<file path="config.mk">
export PLATFORM = sky130hd
export DESIGN_NAME = mux4_scan_ctrl_flat
export DESIGN_NICKNAME = d
export VERILOG_FILES = /design/src/rtl/mux4_scan_ctrl_pkg.sv /design/src/rtl/mux4_scan_ctrl_if.sv /design/src/rtl/mux4_scan_ctrl_next_chan.sv /design/src/rtl/mux4_scan_ctrl.sv /design/src/flat_wrapper.sv
export SDC_FILE = /design/constraint.sdc
export NUM_CORES = 1
export LEC_CHECK = 0
export ABC_CLOCK_PERIOD_IN_PS = 1400
export CAP_MARGIN = 0
export CORE_MARGIN = 1.5
export CORE_UTILIZATION = 49
export CTS_BUF_LIST = sky130_fd_sc_hd__clkbuf_8
export DETAILED_ROUTE_END_ITERATION = 12
export PLACE_DENSITY = 0.8
export SYNTH_ARGS = -nofsm -noshare
export SYNTH_HDL_FRONTEND = slang
export SYNTH_SLANG_ARGS = --single-unit
export TNS_END_PERCENT = 50
</file>
<file path="constraint.sdc">
create_clock -name clk -period 1.4 [get_ports clk]
set_input_delay 0.21 -clock clk [delete_from_list [all_inputs] [get_ports clk]]
set_output_delay 0.21 -clock clk [all_outputs]
set_load 0.02 [all_outputs]
</file>
<file path="src/rtl/mux4_scan_ctrl_pkg.sv">
// mux4_scan_pkg: shared types and constants for the 4:1 mux scan sequencer.
//   state_e  - sequencer FSM states
//   CH_A..D  - {s1,s0} select codes for channels a..d
//   cnt_w()  - width of the dwell down-counter for a given DWELL
package mux4_scan_pkg;

   typedef enum logic [1:0] {
      ST_IDLE  = 2'd0,
      ST_DWELL = 2'd1,
      ST_DONE  = 2'd2
   } state_e;

   localparam logic [1:0] CH_A = 2'b00;
   localparam logic [1:0] CH_B = 2'b01;
   localparam logic [1:0] CH_C = 2'b10;
   localparam logic [1:0] CH_D = 2'b11;

   function automatic int cnt_w(input int dwell);
      return $clog2(dwell + 1);
   endfunction

endpackage

</file>
<file path="src/rtl/mux4_scan_ctrl_if.sv">
// mux4_scan_ctrl_if: control/data bundle between the scan sequencer and its user.
//   master (user side) drives start, continuous, chan_mask, mux_out
//   slave  (sequencer) drives s0, s1, sample, sample_valid, busy
interface mux4_scan_ctrl_if;
   logic       start;
   logic       continuous;
   logic [3:0] chan_mask;
   logic       mux_out;
   logic       s0;
   logic       s1;
   logic [3:0] sample;
   logic       sample_valid;
   logic       busy;

   modport master (
      output start, continuous, chan_mask, mux_out,
      input  s0, s1, sample, sample_valid, busy
   );

   modport slave (
      input  start, continuous, chan_mask, mux_out,
      output s0, s1, sample, sample_valid, busy
   );
endinterface

</file>
<file path="src/rtl/mux4_scan_ctrl_next_chan.sv">
// mux4_next_chan: combinational priority finder over the 4-channel mask.
//   mask  - enabled channels
//   cur   - current channel (ignored when first=1)
//   first - 1: lowest enabled channel; 0: lowest enabled channel above cur
//   nxt   - selected channel (CH_A when none found)
//   found - a qualifying channel exists
module mux4_next_chan
   import mux4_scan_pkg::*;
(
   input  logic [3:0] mask,
   input  logic [1:0] cur,
   input  logic       first,
   output logic [1:0] nxt,
   output logic       found
);

   always_comb begin
      nxt   = CH_A;
      found = 1'b0;
      // Walk downward so the lowest qualifying channel is the last one written.
      for (int i = 3; i >= 0; i--) begin
         if (mask[i] && (first || (2'(i) > cur))) begin
            nxt   = 2'(i);
            found = 1'b1;
         end
      end
   end

endmodule

</file>
<file path="src/rtl/mux4_scan_ctrl.sv">
// mux4_scan_ctrl: time-division scanner in front of a 4:1 mux.
// Steps {s1,s0} through the enabled channels, holding each for DWELL cycles
// and sampling mux_out on the last one, then reports the 4-bit snapshot with
// a one-cycle sample_valid.
//   clk, rst - clock, synchronous active-high reset
//   bus      - slave side of mux4_scan_ctrl_if (start/continuous/chan_mask/
//              mux_out in; s0/s1/sample/sample_valid/busy out, all registered)
module mux4_scan_ctrl
   import mux4_scan_pkg::*;
#(
   parameter int DWELL = 4
) (
   input  logic             clk,
   input  logic             rst,
   mux4_scan_ctrl_if.slave  bus
);

   localparam int            CW     = cnt_w(DWELL);
   localparam logic [CW-1:0] RELOAD = CW'(DWELL - 1);

   state_e        state_q, state_d;
   logic [1:0]    sel_q, sel_d;
   logic [CW-1:0] cnt_q, cnt_d;
   logic [3:0]    mask_q, mask_d;
   logic [3:0]    acc_q, acc_d;
   logic [3:0]    sample_q, sample_d;
   logic          valid_q, valid_d;
   logic          busy_q, busy_d;

   logic [1:0]    first_ch, next_ch;
   logic          first_found, next_found;

   // Lowest enabled channel of the live mask, used whenever a sweep is latched.
   mux4_next_chan u_first (
      .mask  (bus.chan_mask),
      .cur   (CH_A),
      .first (1'b1),
      .nxt   (first_ch),
      .found (first_found)
   );

   // Next enabled channel above the current one, from the latched mask.
   mux4_next_chan u_adv (
      .mask  (mask_q),
      .cur   (sel_q),
      .first (1'b0),
      .nxt   (next_ch),
      .found (next_found)
   );

   always_comb begin
      state_d  = state_q;
      sel_d    = sel_q;
      cnt_d    = cnt_q;
      mask_d   = mask_q;
      acc_d    = acc_q;
      sample_d = sample_q;
      valid_d  = 1'b0;
      busy_d   = busy_q;
      case (state_q)
         ST_IDLE: begin
            if (bus.start && first_found) begin
               mask_d  = bus.chan_mask;
               acc_d   = '0;
               sel_d   = first_ch;
               cnt_d   = RELOAD;
               state_d = ST_DWELL;
               busy_d  = 1'b1;
            end
         end
         ST_DWELL: begin
            if (cnt_q != '0) begin
               cnt_d = cnt_q - 1'b1;
            end else begin
               acc_d[sel_q] = bus.mux_out;
               if (next_found) begin
                  sel_d = next_ch;
                  cnt_d = RELOAD;
               end else begin
                  // Publish on the exit edge so sample and sample_valid
                  // appear together during the DONE cycle.
                  sample_d = acc_d;
                  valid_d  = 1'b1;
                  state_d  = ST_DONE;
               end
            end
         end
         ST_DONE: begin
            if (bus.continuous && first_found) begin
               mask_d  = bus.chan_mask;
               acc_d   = '0;
               sel_d   = first_ch;
               cnt_d   = RELOAD;
               state_d = ST_DWELL;
               busy_d  = 1'b1;
            end else begin
               sel_d   = CH_A;
               state_d = ST_IDLE;
               busy_d  = 1'b0;
            end
         end
         default: begin
            sel_d   = CH_A;
            state_d = ST_IDLE;
            busy_d  = 1'b0;
         end
      endcase
   end

   always_ff @(posedge clk) begin
      if (rst) begin
         state_q  <= ST_IDLE;
         sel_q    <= CH_A;
         cnt_q    <= '0;
         mask_q   <= '0;
         acc_q    <= '0;
         sample_q <= '0;
         valid_q  <= 1'b0;
         busy_q   <= 1'b0;
      end else begin
         state_q  <= state_d;
         sel_q    <= sel_d;
         cnt_q    <= cnt_d;
         mask_q   <= mask_d;
         acc_q    <= acc_d;
         sample_q <= sample_d;
         valid_q  <= valid_d;
         busy_q   <= busy_d;
      end
   end

   assign bus.s0           = sel_q[0];
   assign bus.s1           = sel_q[1];
   assign bus.sample       = sample_q;
   assign bus.sample_valid = valid_q;
   assign bus.busy         = busy_q;

endmodule
</file>
<file path="src/flat_wrapper.sv">
// flat-port wrapper written by rule: the top's interface ports become plain ports
module mux4_scan_ctrl_flat import mux4_scan_pkg::*;
#(
   parameter int DWELL = 4
)
  (clk, rst, bus_start, bus_continuous, bus_chan_mask, bus_mux_out, bus_s0, bus_s1, bus_sample, bus_sample_valid, bus_busy);
  mux4_scan_ctrl_if bus_i ();
  input  logic clk;
  input  logic rst;
  input wire logic [$bits(bus_i.start)-1:0] bus_start;
  input wire logic [$bits(bus_i.continuous)-1:0] bus_continuous;
  input wire logic [$bits(bus_i.chan_mask)-1:0] bus_chan_mask;
  input wire logic [$bits(bus_i.mux_out)-1:0] bus_mux_out;
  output wire logic [$bits(bus_i.s0)-1:0] bus_s0;
  output wire logic [$bits(bus_i.s1)-1:0] bus_s1;
  output wire logic [$bits(bus_i.sample)-1:0] bus_sample;
  output wire logic [$bits(bus_i.sample_valid)-1:0] bus_sample_valid;
  output wire logic [$bits(bus_i.busy)-1:0] bus_busy;
  assign bus_i.start = bus_start;
  assign bus_i.continuous = bus_continuous;
  assign bus_i.chan_mask = bus_chan_mask;
  assign bus_i.mux_out = bus_mux_out;
  assign bus_s0 = bus_i.s0;
  assign bus_s1 = bus_i.s1;
  assign bus_sample = bus_i.sample;
  assign bus_sample_valid = bus_i.sample_valid;
  assign bus_busy = bus_i.busy;
  mux4_scan_ctrl #(.DWELL(DWELL)) u_core (.clk(clk), .rst(rst), .bus(bus_i));
endmodule
</file>
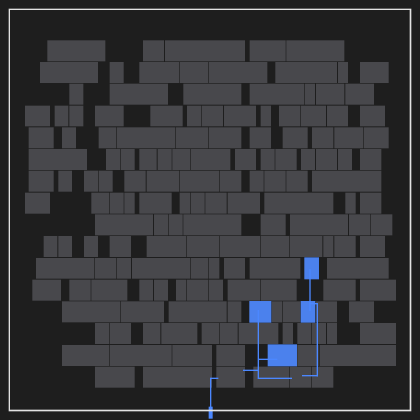
(run_1/port_trees.png)
(8 px per um)
| color | port | bits | direction | edge | end cells | buffers | wire |
|---|---|---|---|---|---|---|---|
| blue | bus_continuous | 1 | input | bottom | 4 | 2 | 38.1 um |

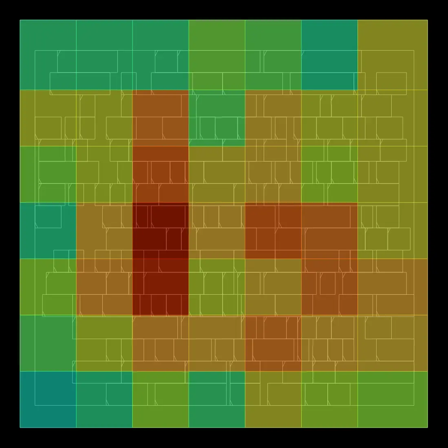
(run_1/congestion_map.png)
most utilized layer in the global route result: met2
global routing met3 resource utilization: 3.94%

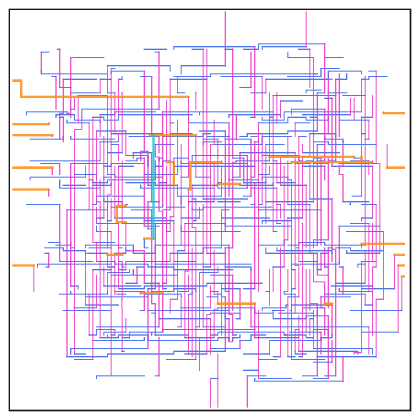
(run_1/layers.png)
(8 px per um)
| color | layer | wire length |
|---|---|---|
| cyan | M4 | 12.9 um |
| blue | M1 | 1390 um |
| magenta | M2 | 1660 um |
| orange | M3 | 113 um |

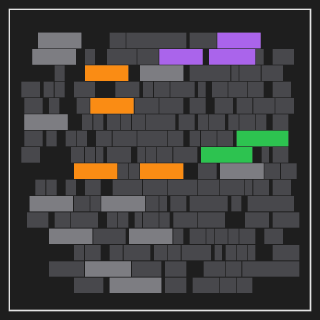
(run_1/ff_map.png)
(6 px per um)
| color | netlist name | flops |
|---|---|---|
| orange | u_core.acc_q | 4 |
| purple | u_core.mask_q | 3 |
| green | u_core.sel_q | 2 |
sequential cell area: 414 um^2
power drawn by the sequential cells: 0.000715 W
fraction of area in registers: 25.7%

==> deck_impl_summary.md, run 1 <==
Physical Implementation Snapshot

Timing
  • Worst clock skew: 3.90 ps
  • Fin. Hold Viols: 0
  • Setup violations, final: 1
  • Slew at the pin closest to its max-slew limit: 420 ps
  • Portion of the clock cycle consumed by the worst path in the final layout: 102%
  • Maximum frequency from static timing analysis: 702 MHz
  • Final worst setup slack: -24.8 ps

Routing
  • Antenna Nets Post-Route: 0
  • Via count normalized by instance count: 6.01
  • 1st-iter DRT viols: 23
  • Total number of vias: 1117
  • Average routed wire per standard cell: 17.1 um

Place
  • Routability congestion estimate from global placement: 0.839

Finish
  • Logic share of the area: 46.0%
  • Fill cell count: 140
  • Ant. Diodes: 0
  • Multi-input combinational cell count: 90
  • Final #Nets: 171
  • Sequential cell count: 20
  • Final std cell area, no fill: 0.00161 mm^2
  • Non-Clock Inverter Count: 5
  • Proportion of layout cells with a drive suffix above 1: 36.5%

Pwr
  • Total power divided by cell area: 1220 mW/mm^2
  • Fraction of power consumed by the clock network: 22.7%
  • Relative contribution of sequential cells to total power: 36.4%
  • Leakage: 0.689 nW
  • Fraction of power spent switching nets: 35.0%
  • Share of total power in combinational logic: 40.9%
  • Reported net switching power: 0.000686 W

Floorplan
  • Chip area: 0.00250 mm^2
  • Die X: 50.0 um
  • Die extent in y: 50.0 um

Clock network
  • Max Buffers Root-to-Sink: 2
  • Number of buffers created by CTS: 3
  • Clock transition at path regs: 80 ps
  • Count of hold-fix buffers inserted at cts: 0
  • Clk latency late pin: 260 ps

Status
  • Run status: finished, violations left
  • Failing checks: negative setup slack

Synthesis
  • Post-Syn Instances: 122
  • XOR Share, Synth: 0%
  • Yosys stat cell total: 122
  • Count of unique library cells instantiated by Yosys: 35
  • Yosys reg bits: 20
  • Share of flip-flops with an asynchronous set or reset: 0%
  • Post-synth mux share: 8.80%

Critical path
  • Critical path arrival: 1570 ps
  • CP Max Fanout: 5
  • Critical path capture point type: register

Min path
  • Path class of the lowest-slack min-delay path: in -> reg

Global routing
  • Tot GR Track Use: 25.0%
  • Overflow after GRT: 0
run 1: metrics by stage:
step	hold slack [ps]	cells	worst slack [ps]	total power, W
floorplan	357	122	-35.0	0.00113
global route	471	186	-70.6	0.00205
detailed placement	481	175	-392	0.00138
global placement	448	175	-338	0.00136
finish	450	186	-24.8	0.00196
CTS	491	183	-83.4	0.00184
run 1: tightest hold or removal path, stage by stage:
cell and delay (ps):
dlymetal6s2s_1 170, buf_4 160, mux2i_1 60, nor2_1 80
run 1: cell usage after synthesis, types with 2 or more instances:
library cell | count | area share, %
nor3_1 | 12 | 5.6
nand4_1 | 4 | 2.3
nor2b_1 | 5 | 2.9
nand3b_1 | 2 | 1.4
dfxtp_1 | 20 | 37
a21oi_1 | 17 | 7.9
inv_1 | 5 | 1.7
o21a_1 | 2 | 1.4
o21bai_1 | 2 | 1.4
nor2_1 | 8 | 2.8
buf_6 | 2 | 2.1
nand2b_1 | 3 | 1.7
buf_2 | 3 | 1.4
o21ai_0 | 6 | 2.8
clkbuf_1 | 3 | 1.0
mux2i_1 | 5 | 4.6
mux2_2 | 4 | 4.2
ha_1 | 2 | 2.3
run 1: cell usage in the layout, fill, tap and decap left out, types with 3 or more instances in the layout:
cell,synthesis,routed
dlygate4sd2_1,0,8
clkdlybuf4s50_1,0,4
nor2_1,8,7
nor2b_1,5,3
nand4_1,4,4
clkbuf_8,0,4
buf_4,0,22
inv_1,5,4
dfxtp_4,0,3
mux2_2,4,4
nor3_1,12,10
o21ai_0,6,5
a21oi_1,17,16
dfxtp_1,20,15
dlymetal6s2s_1,0,4
mux2i_1,5,5
run 1: cells by family after synthesis:
group,count (synthesis)
buf+inv,13
compound gates,38
mux,9
simple gates,40
fa+ha+maj,2
flops,20
run 1: path summary, 6_finish.rpt:
check                                                   from                             to  cells past startpoint
worst max-delay path            u_core.sel_q[1]$_SDFFE_PP0P_   u_core.cnt_q[1]$_SDFFE_PP0P_                      4
worst min-delay path                        bus_chan_mask[3]  u_core.mask_q[3]$_SDFFE_PP0P_                      4
worst max register to register  u_core.sel_q[1]$_SDFFE_PP0P_   u_core.cnt_q[1]$_SDFFE_PP0P_                      4
worst min register to register  u_core.cnt_q[1]$_SDFFE_PP0P_   u_core.cnt_q[1]$_SDFFE_PP0P_                      2
run 1: layer usage:
metal | vias to the layer above | GRT usage, % | wire, um
li1 | 526 | - | -
met1 | 553 | 29.7 | 1390
met2 | 36 | 44.4 | 1660
met3 | 2 | 3.94 | 113
met4 | 0 | 10.2 | 12
met5 | - | 0 | 0
run 1: power by group through the flow:
stage          Sequential [W]  Combinational [W]  Clock [W]
2_1_floorplan        0.000727           0.000406          0
5_1_grt              0.000719           0.000855   0.000478
3_5_place_dp         0.000715           0.000664          0
4_1_cts              0.000704           0.000694   0.000444
6_report             0.000715           0.000803   0.000445
3_3_place_gp         0.000709           0.000647          0
run 1: timing repair:
action / 4_1_cts / 5_1_grt
setup endpoints to repair: 25 / 19
hold endpoints to repair: 0 / 0
pin swaps: 8 / 13
gates cloned: 1 / 0
buffers inserted: 3 / 4
resized: 16 / 22
## Run 2: what changed since run 1
ABC_CLOCK_PERIOD_IN_PS = 1600   (was 1400)
CORE_UTILIZATION = 54   (was 49)
MAX_ROUTING_LAYER = met4   (was not set)
PLACE_DENSITY = 0.83   (was 0.8)
SLEW_MARGIN = 5   (was not set)
clock period = 1.6 ns   (was 1.4 ns; I/O delays follow)
==> run 2 against run 1 <==
  * The flow now finishes without violations
  * Register-to-register slack improved by 130 ps
  * Sequential share of layout area rose by 2.8 points
  * Highest routed layer unchanged
  * Critical endpoint is now u_core.acc_q[1]$_SDFFE_PP0P_
  * Non-clock buffer count is 9 lower
==> deck_impl_summary.md, run 2 <==
Physical Implementation Snapshot

Finish
  • Final #Nets: 161
  • Most common logic cells in the final layout: a21oi_1 (17), dfxtp_1 (17), buf_4 (15), clkdlybuf4s50_1 (14), nor3_1 (12)
  • Final std cell area, no fill: 0.00142 mm^2
  • Proportion of layout cells with a drive suffix above 1: 22.1%
  • Ant. Diodes: 0
  • Fill cell count: 158

Synthesis
  • Yosys reg bits: 20
  • Share of flip-flops with an asynchronous set or reset: 0%
  • Yosys stat cell total: 122
  • Area share of the largest cell type after synthesis: 37.0%
  • Commonest cells in the synthesized netlist: dfxtp_1 (20), a21oi_1 (17), nor3_1 (12)
  • Top post-synthesis cells by area: dfxtp_1 (37%), a21oi_1 (7.9%), nor3_1 (5.6%)
  • Count leader, synth: dfxtp_1

Critical path
  • Worst r2r dst: u_core.acc_q[1]$_SDFFE_PP0P_
  • Critical path capture point type: register
  • Critical path arrival: 1760 ps
  • Reg-to-Reg Start: u_core.cnt_q[0]$_SDFFE_PP0P_

Timing
  • Portion of the clock cycle consumed by the worst path in the final layout: 98.1%
  • Fin. Hold Viols: 0
  • Setup violations, final: 0
  • Maximum frequency from static timing analysis: 637 MHz
  • Slew at the pin closest to its max-slew limit: 540 ps
  • Worst clock skew: 2.36 ps
  • Final worst setup slack: 30.1 ps

Routing
  • Via count normalized by instance count: 5.97
  • 1st-iter DRT viols: 17
  • Total number of vias: 1050
  • Average routed wire per standard cell: 15.0 um

Clock network
  • Clock transition at path regs: 70 ps
  • Setup repair bufs after CTS: 0

Floorplan
  • Chip area: 0.00228 mm^2

Global routing
  • Tot GR Track Use: 26.8%

Pwr
  • Total power divided by cell area: 1110 mW/mm^2

Min path
  • Worst min-delay path startpoint: u_core.bus.busy$_SDFFE_PP0P_
  • WHS Endpoint: u_core.bus.busy$_SDFFE_PP0P_
  • Worst hold path stage count: 1

Place
  • Worst slack at placement: -335 ps

Status
  • Run status: finished clean
run 2: worst register-to-register path, delay by kind of cell, from the launching register on:
family / cells / cell delay (ps)
compound gates: 2 / 340
fa+ha+maj: 1 / 210
buf+inv: 1 / 80
flops: 1 / 360
simple gates: 2 / 430
run 2: kinds of logic after synthesis:
logic type | count (synthesis) | share of synthesized area (%)
simple gates | 40 | 21.4
compound gates | 38 | 24.2
flops | 20 | 37.0
buf+inv | 13 | 6.25
mux | 9 | 8.80
fa+ha+maj | 2 | 2.31
run 2: per-layer routing:
| metal | vias up | global-route usage, % | share of wire (%) |
|---|---|---|---|
| li1 | 499 | - | - |
| met1 | 514 | 27.9 | 42 |
| met2 | 32 | 46.9 | 52 |
| met3 | 5 | 4.91 | 4.5 |
| met4 | 0 | 14.6 | 1.6 |
| met5 | - | - | 0 |
run 2: where the power goes:
part / total (W) / internal, W / leakage [nW] / switching (W)
Combinational: 0.000565 / 0.000264 / 0.339 / 0.000301
Clock: 0.000391 / 0.000219 / 0.0288 / 0.000171
Sequential: 0.000611 / 0.000556 / 0.165 / 0.0000549
Total: 0.00157 / 0.00104 / 0.532 / 0.000527
run 2: cell type report:
cell class,instances,area share (%)
clock buffers,4,3.89
multi-input cells,89,44.8
inverters,5,1.33
repair buffers,31,19.1
flip-flops and latches,20,28.5
well taps,27,2.39
run 2: metrics by stage:
stage	cells	setup TNS [ps]	total power, W
after CTS	176	0	0.00155
after global routing	176	-0.319	0.00164
after detailed placement	172	-2780	0.00116
after floorplan	122	0	0.000968
final	176	0	0.00157
after global placement	172	-1990	0.00115
run 2: what timing repair did:
action / CTS / global route
hold buffers: 0 / 0
endpoints found under the setup margin: 4 / 11
pin swaps: 0 / 1
gates resized: 4 / 4
run 2: how the worst max path moves through the flow:
stage / to / cells past startpoint / start
3_3_place_gp: u_core.sel_q[1]$_SDFFE_PP0P_ / 5 / bus_chan_mask[3]
2_1_floorplan: u_core.cnt_q[1]$_SDFFE_PP0P_ / 6 / u_core.sel_q[1]$_SDFFE_PP0P_
6_report: u_core.acc_q[1]$_SDFFE_PP0P_ / 5 / bus_chan_mask[3]
4_1_cts: u_core.cnt_q[1]$_SDFFE_PP0P_ / 4 / u_core.sel_q[0]$_SDFFE_PP0P_
5_1_grt: u_core.sel_q[0]$_SDFFE_PP0P_ / 4 / u_core.sel_q[1]$_SDFFE_PP0P_
3_5_place_dp: u_core.sel_q[1]$_SDFFE_PP0P_ / 5 / bus_chan_mask[3]
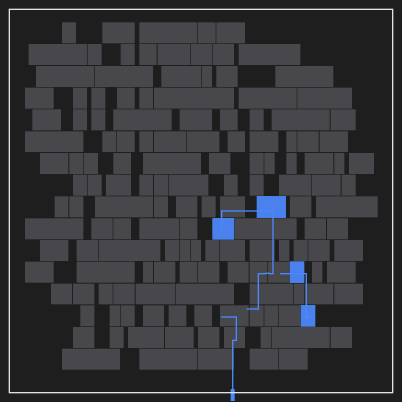
(run_2/port_trees.png)
(8 px per um)
| color | port | bits | direction | edge | end cells | buffers | wire |
|---|---|---|---|---|---|---|---|
| blue | bus_continuous | 1 | input | bottom | 4 | 2 | 44.8 um |

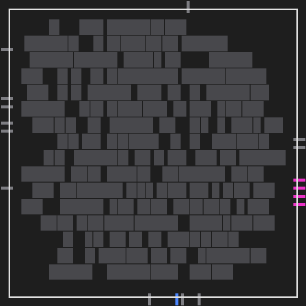
(run_2/pinout.png)
(6 px per um) Pins as bars across the die edge, other pins in gray.
| color | port | pins | direction | edge |
|---|---|---|---|---|
| blue | bus_continuous | 1 | input | bottom |
| magenta | bus_chan_mask | 4 | input | right |
all pins by edge: 6 right, 6 left, 4 bottom, 1 top
number of input and output port buffers inserted: 16
Die X: 47.7 um
die extent in y: 47.7 um

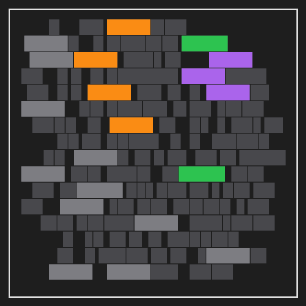
(run_2/ff_map.png)
(6 px per um)
| color | netlist name | flops |
|---|---|---|
| green | u_core.sel_q | 2 |
| purple | u_core.mask_q | 3 |
| orange | u_core.acc_q | 4 |
not colored: 11
sequential cell area: 404 um^2
fraction of area in registers: 28.5%
core utilization of the finished layout: 73.7%

No activity file was given, so power comes from the tool's default toggle rates.
